$ cat src/rtl/mode7_pkg.sv
// Shared constants for the Mode7 parameter bank: register indices,
// default register contents, wrap mask and the step-controller states.
package mode7_pkg;

  localparam int unsigned IDX_OFFSETX  = 0;
  localparam int unsigned IDX_OFFSETY  = 1;
  localparam int unsigned IDX_ORIGINX  = 2;
  localparam int unsigned IDX_ORIGINY  = 3;
  localparam int unsigned IDX_TEXTUREW = 4;
  localparam int unsigned IDX_TEXTUREH = 5;
  localparam int unsigned IDX_SCALEX   = 6;
  localparam int unsigned IDX_SCALEY   = 7;
  localparam int unsigned IDX_ANGLE    = 8;

  localparam int unsigned M7_NUM_REGS = 9;
  localparam int unsigned M7_WIDTH    = 24;

  // Texture size 64.0, scales 1.0 (8 fraction bits), everything else 0.
  localparam logic [M7_NUM_REGS*M7_WIDTH-1:0] M7_RESET_VALUES = {
    24'h000000,  // angle
    24'h000100,  // scaley
    24'h000100,  // scalex
    24'h004000,  // textureh
    24'h004000,  // texturew
    24'h000000,  // originy
    24'h000000,  // originx
    24'h000000,  // offsety
    24'h000000   // offsetx
  };

  // Only the angle register wraps around; all others saturate.
  localparam logic [M7_NUM_REGS-1:0] M7_WRAP_MASK = 9'h100;

  typedef enum logic [1:0] {
    ST_IDLE,
    ST_HOLD,
    ST_REPEAT,
    ST_WAIT_REL
  } step_state_e;

endpackage

$ cat src/rtl/param_step_ctrl.sv
// Button step controller: turns held plus/minus levels into single-cycle
// increment/decrement strobes with press-and-hold auto-repeat.
module param_step_ctrl
  import mode7_pkg::*;
#(
  parameter int unsigned SELW          = 4,
  parameter int unsigned REPEAT_DELAY  = 25_000_000,
  parameter int unsigned REPEAT_PERIOD = 5_000_000
) (
  input  logic            clk,
  input  logic            reset,
  input  logic [SELW-1:0] sel,
  input  logic            sel_valid,
  input  logic            btn_plus,
  input  logic            btn_minus,
  input  logic            restore_fire,
  output logic            step_inc,
  output logic            step_dec
);

  localparam int unsigned CNT_MAX = (REPEAT_DELAY > REPEAT_PERIOD) ? REPEAT_DELAY : REPEAT_PERIOD;
  localparam int unsigned CW      = $clog2(CNT_MAX + 1);
  localparam logic [CW-1:0] DELAY_LAST  = CW'(REPEAT_DELAY - 1);
  localparam logic [CW-1:0] PERIOD_LAST = CW'(REPEAT_PERIOD - 1);

  step_state_e     state_q, state_d;
  logic [CW-1:0]   cnt_q, cnt_d;
  logic            act_plus_q, act_plus_d;
  logic [SELW-1:0] sel_q, sel_d;
  // "Seen low last cycle" flags: reset to 0 so a button held through
  // reset must be released and pressed again before it can step.
  logic            plus_lo_q, minus_lo_q;
  logic            fire, act_lvl, oth_lvl;

  // Next-state and step decision; the strobe is a same-cycle decision so the
  // bank can register the new value and its update pulse on one edge.
  always_comb begin
    state_d    = state_q;
    cnt_d      = cnt_q;
    act_plus_d = act_plus_q;
    sel_d      = sel_q;
    fire       = 1'b0;
    act_lvl    = act_plus_q ? btn_plus  : btn_minus;
    oth_lvl    = act_plus_q ? btn_minus : btn_plus;
    case (state_q)
      ST_IDLE: begin
        if (btn_plus && btn_minus) begin
          state_d = ST_WAIT_REL;
        end else if ((btn_plus && plus_lo_q) || (btn_minus && minus_lo_q)) begin
          fire       = 1'b1;
          act_plus_d = btn_plus;
          sel_d      = sel;
          cnt_d      = '0;
          state_d    = ST_HOLD;
        end
      end
      ST_HOLD, ST_REPEAT: begin
        if (!act_lvl) begin
          state_d = ST_IDLE;
        end else if (oth_lvl || (sel != sel_q)) begin
          state_d = ST_WAIT_REL;
        end else if (cnt_q == ((state_q == ST_HOLD) ? DELAY_LAST : PERIOD_LAST)) begin
          fire    = 1'b1;
          cnt_d   = '0;
          state_d = ST_REPEAT;
        end else begin
          cnt_d = cnt_q + 1'b1;
        end
      end
      ST_WAIT_REL: begin
        if (!btn_plus && !btn_minus) state_d = ST_IDLE;
      end
      default: state_d = ST_IDLE;
    endcase
    // A coincident restore wins: drop the step and wait for release.
    if (fire && restore_fire) begin
      fire    = 1'b0;
      state_d = ST_WAIT_REL;
    end
    step_inc = fire &  act_plus_d & sel_valid;
    step_dec = fire & ~act_plus_d & sel_valid;
  end

  // State, repeat counter and button history registers.
  always_ff @(posedge clk or posedge reset) begin
    if (reset) begin
      state_q    <= ST_IDLE;
      cnt_q      <= '0;
      act_plus_q <= 1'b0;
      sel_q      <= '0;
      plus_lo_q  <= 1'b0;
      minus_lo_q <= 1'b0;
    end else begin
      state_q    <= state_d;
      cnt_q      <= cnt_d;
      act_plus_q <= act_plus_d;
      sel_q      <= sel_d;
      plus_lo_q  <= ~btn_plus;
      minus_lo_q <= ~btn_minus;
    end
  end

endmodule

$ cat src/rtl/param_bank.sv
// Bank of signed fixed-point Mode7 parameters edited one at a time via
// plus/minus buttons, with saturate-or-wrap arithmetic and restore-default.
module param_bank
  import mode7_pkg::*;
#(
  parameter int unsigned                    NUM_REGS      = 9,
  parameter int unsigned                    WIDTH         = 24,
  parameter int unsigned                    FRAC          = 8,
  parameter logic [NUM_REGS*WIDTH-1:0]      RESET_VALUES  = M7_RESET_VALUES,
  parameter logic [NUM_REGS-1:0]            WRAP_MASK     = M7_WRAP_MASK,
  parameter int unsigned                    REPEAT_DELAY  = 25_000_000,
  parameter int unsigned                    REPEAT_PERIOD = 5_000_000,
  parameter int unsigned                    SELW          = $clog2(NUM_REGS)
) (
  input  logic                      clk,
  input  logic                      reset,
  input  logic [SELW-1:0]           sel,
  input  logic                      btn_plus,
  input  logic                      btn_minus,
  input  logic                      fine,
  input  logic                      restore,
  output logic [NUM_REGS*WIDTH-1:0] values,
  output logic                      upd_valid,
  output logic [SELW-1:0]           upd_idx,
  output logic                      sel_err
);

  localparam logic [WIDTH:0]   FINE_STEP   = (WIDTH+1)'(1);
  localparam logic [WIDTH:0]   COARSE_STEP = (WIDTH+1)'(1) << FRAC;
  localparam logic [WIDTH-1:0] SAT_MAX     = {1'b0, {(WIDTH-1){1'b1}}};
  localparam logic [WIDTH-1:0] SAT_MIN     = {1'b1, {(WIDTH-1){1'b0}}};

  logic [WIDTH-1:0] val_q [NUM_REGS];
  logic [WIDTH-1:0] def_val [NUM_REGS];
  logic             restore_q;
  logic             upd_valid_q;
  logic [SELW-1:0]  upd_idx_q;
  logic             sel_err_q;

  logic             sel_valid, restore_fire, step_inc, step_dec;
  logic [SELW-1:0]  sel_idx;
  logic [WIDTH-1:0] cur, nxt;
  logic [WIDTH:0]   cur_ext, step_amt, sum;

  assign sel_valid    = (32'(sel) < NUM_REGS);
  assign sel_idx      = sel_valid ? sel : '0;
  assign restore_fire = restore & ~restore_q & sel_valid;

  param_step_ctrl #(
    .SELW          (SELW),
    .REPEAT_DELAY  (REPEAT_DELAY),
    .REPEAT_PERIOD (REPEAT_PERIOD)
  ) u_ctrl (
    .clk          (clk),
    .reset        (reset),
    .sel          (sel),
    .sel_valid    (sel_valid),
    .btn_plus     (btn_plus),
    .btn_minus    (btn_minus),
    .restore_fire (restore_fire),
    .step_inc     (step_inc),
    .step_dec     (step_dec)
  );

  // Unpack defaults and pack the live registers onto the flat output.
  always_comb begin
    values = '0;
    for (int unsigned i = 0; i < NUM_REGS; i++) begin
      def_val[i]                 = RESET_VALUES[i*WIDTH +: WIDTH];
      values[i*WIDTH +: WIDTH]   = val_q[i];
    end
  end

  // One extra sign bit catches overflow; saturate or keep low bits per register.
  always_comb begin
    cur      = val_q[sel_idx];
    cur_ext  = {cur[WIDTH-1], cur};
    step_amt = fine ? FINE_STEP : COARSE_STEP;
    sum      = step_inc ? (cur_ext + step_amt) : (cur_ext - step_amt);
    nxt      = sum[WIDTH-1:0];
    if (!WRAP_MASK[sel_idx] && (sum[WIDTH] != sum[WIDTH-1])) begin
      nxt = sum[WIDTH] ? SAT_MIN : SAT_MAX;
    end
  end

  // Register array update: restore first, then a step, only at index sel.
  always_ff @(posedge clk or posedge reset) begin
    if (reset) begin
      for (int unsigned i = 0; i < NUM_REGS; i++) begin
        val_q[i] <= RESET_VALUES[i*WIDTH +: WIDTH];
      end
      restore_q   <= 1'b0;
      upd_valid_q <= 1'b0;
      upd_idx_q   <= '0;
      sel_err_q   <= 1'b0;
    end else begin
      restore_q   <= restore;
      sel_err_q   <= ~sel_valid;
      upd_valid_q <= 1'b0;
      if (restore_fire) begin
        val_q[sel_idx] <= def_val[sel_idx];
        upd_valid_q    <= 1'b1;
        upd_idx_q      <= sel_idx;
      end else if (step_inc || step_dec) begin
        val_q[sel_idx] <= nxt;
        upd_valid_q    <= 1'b1;
        upd_idx_q      <= sel_idx;
      end
    end
  end

  assign upd_valid = upd_valid_q;
  assign upd_idx   = upd_idx_q;
  assign sel_err   = sel_err_q;

endmodule

$ cat config.mk
export PLATFORM = sky130hd
export DESIGN_NAME = param_bank
export DESIGN_NICKNAME = d
export VERILOG_FILES = /design/src/rtl/mode7_pkg.sv /design/src/rtl/param_step_ctrl.sv /design/src/rtl/param_bank.sv
export SDC_FILE = /design/constraint.sdc
export NUM_CORES = 1
export LEC_CHECK = 0
export CORE_AREA = 2 2 166 168
export DETAILED_ROUTE_END_ITERATION = 10
export DIE_AREA = 0 0 168 170
export PLACE_DENSITY = 0.74
export REMOVE_ABC_BUFFERS = 1
export SYNTH_ARGS = -nofsm -noshare
export SYNTH_HDL_FRONTEND = slang
export SYNTH_SLANG_ARGS = --single-unit
$ cat constraint.sdc
create_clock -name clk -period 7.5 [get_ports clk]
set_clock_uncertainty 0.1 [all_clocks]
set_input_delay 0.75 -clock clk [delete_from_list [all_inputs] [get_ports clk]]
set_output_delay 0.75 -clock clk [all_outputs]
set_load 0.05 [all_outputs]
Run 1, sequential cells coloured by netlist name:
Other sequential cells in the stronger grey, the rest of the logic in the fainter grey.
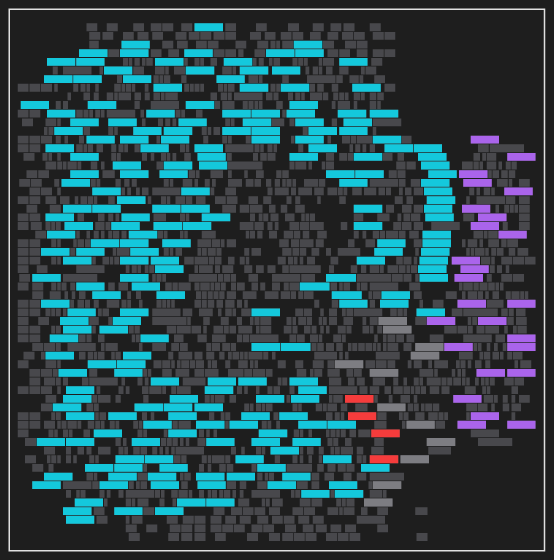
u_ctrl.cnt_q -> purple  # flops 25
u_ctrl.sel_q -> red  # flops 4
values -> cyan  # flops 216
not coloured = 12

Run 1, logic cells by family:
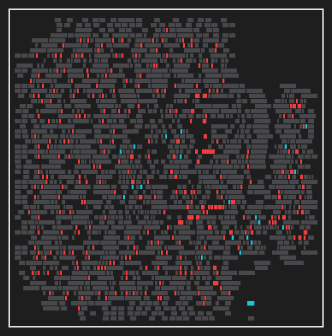
NAND gates -> red  # cells 285, where all over the die
inverters -> cyan  # cells 21

==> results.yml, run 1 <==
# flow metrics
status:
  outcome: "completed"
grt:
  antenna_found_initial: 0
  grt_pass1_wl_um: 69920
  use_met2: 0.5014
  gr-usage-all-layers: 0.3141
synthesis:
  synth.cell_area_um2: 12730
  ys_cells: 1371
  xor_share: 0.02683
  post_synth_fa_ha_maj_area_fraction: 0.03007
  synth_area_per_cell_um2: 9.287
  yosys-top-cells-area: "dfrtp_1, o21ai_0, nand2_1, o22ai_1, ha_1"
  top_cell_area_share: 0.4972
  ys_top_cells_by_count: "dfrtp_1, nand2_1, o21ai_0"
route:
  drt-total-wl_um: 45390
  highest_layer: "met4"
  wl_met2_um: 20770
  drt_iter0_drc: 1394
  m1WireLength_um: 18320
worst_setup_path:
  crit_required_ns: 7.85
  path_delay_family: "simple AND/OR/NAND/NOR gates"
  timing.rr.end: "values[195]"
  crit_cells: 17
  slowest_delay_ns: 0.76
  worstSetupPathType: "in2reg"
cts:
  postCtsSetupBuffers: 0
  cts_max_level: 1
  numCtsBuffers: 28
  ctsLongestPathBuffers: 3
  clock_sinks: 257
  clock_latency_ns: 0.58
floorplanning:
  die_w_um: 168
  die_y_um: 170
  taps: 341
  initCoreUtil: 0.4777
final_layout:
  fin_util: 0.6189
  largest_reg_flops: 216
  final_nets: 1621
  inv_count: 21
sta:
  clock.fmax_ghz: 0.1616
  fin_crit_ns: 6.188
placement:
  dp_hpwl_um: 29960
power_and_ir_drop:
  power.total_mw: 8.308
  clk-power_mw: 1.54
Run 1, power grid:
Pins as bars on the die edge.
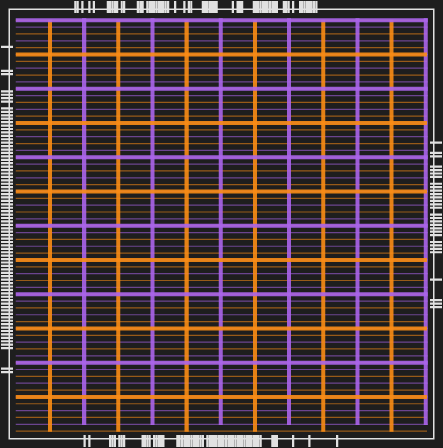
VSS -> orange
VDD -> purple
signal pins = 232
met5 straps = 12
met4 straps = 12
met1 rails = 61

==> run 2: changes to the inputs <==
CORE_AREA = 2 2 163 165   (was 2 2 166 168)
DIE_AREA = 0 0 165 167   (was 0 0 168 170)
PLACE_DENSITY = 0.73   (was 0.74)
clock period = 5.8 ns   (was 7.5 ns; I/O delays follow)
==> run 2 against run 1 <==
  * Worst setup slack worse by 0.94 ns
  * Synthesized area stayed put
  * Sequential power is 29% higher
  * Synthesized cell count stayed put
  * Critical path depth is 2 higher
  * Final area is 0.52% higher
  * Via count hardly changed
  * Critical endpoint is now values[198]
  * Largest cell class unchanged
==> results.yml, run 2 <==
# flow metrics
status:
  outcome: "completed"
sta:
  fin_crit_ns: 5.430
final_layout:
  largest_reg_flops: 216
  layout.cells.most_common: "dfrtp_1"
  final_nets: 1651
  inv_count: 21
  fin_util: 0.6435
grt:
  grt_pass1_wl_um: 69020
  use_met2: 0.5188
  antenna_found_initial: 0
synthesis:
  ys_top_cells_by_count: "dfrtp_1, nand2_1, o21ai_0"
  topCombFamilyByArea: "AND-OR/OR-AND gates"
  yosys-top-cells-area: "dfrtp_1, o21ai_0, nand2_1, o22ai_1, ha_1"
  synth.cell_area_um2: 12730
  xor_share: 0.02683
  top_cell_area_share: 0.4972
  synth_area_per_cell_um2: 9.287
  ys_cells: 1371
route:
  postRouteAntennaNets: 0
  highest_layer: "met4"
  drt-total-wl_um: 44720
  m1WireLength_um: 17700
  drt_iter0_drc: 1147
  wl_met2_um: 21090
cts:
  ctsLongestPathBuffers: 3
  postCtsSetupBuffers: 0
worst_setup_path:
  worstSetupPathType: "reg2reg"
  slowest_delay_ns: 0.60
  crit_required_ns: 6.06
  timing.rr.end: "values[198]"
  path_delay_family: "AND-OR/OR-AND gates"
floorplanning:
  initCoreUtil: 0.4942
  die_w_um: 165
  taps: 335
power_and_ir_drop:
  switchingPower_mw: 5.260
  power.total_mw: 10.56
flow_run:
  warnings: 32
Run 2, logic cells by family:
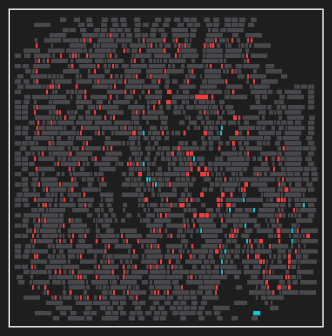
inverters -> cyan  # cells 21
NAND gates -> red  # cells 285, where all over the die

Run 2, clock routing:
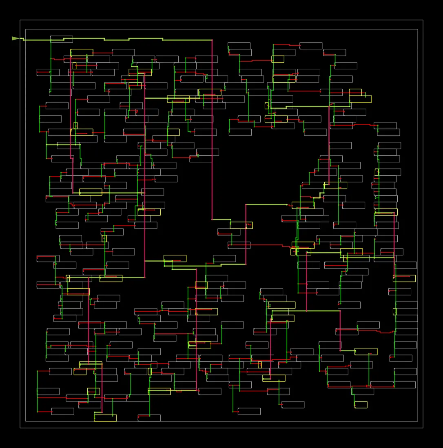
clk ins delay skew pair: 0.57 ns
clk pwr: 1.75 mW
clock sinks: 257

Run 2, sequential cells coloured by netlist name:
Other sequential cells in the stronger grey, the rest of the logic in the fainter grey.
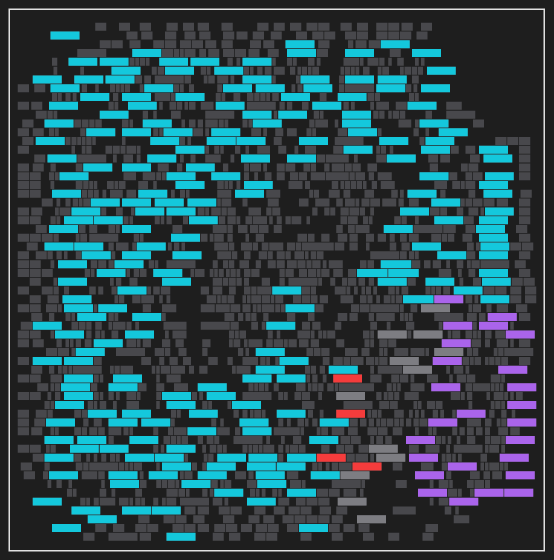
u_ctrl.sel_q -> red  # flops 4
u_ctrl.cnt_q -> purple  # flops 25, where bottom right
values -> cyan  # flops 216, where all over the die

Power and IR drop assume default switching activity.
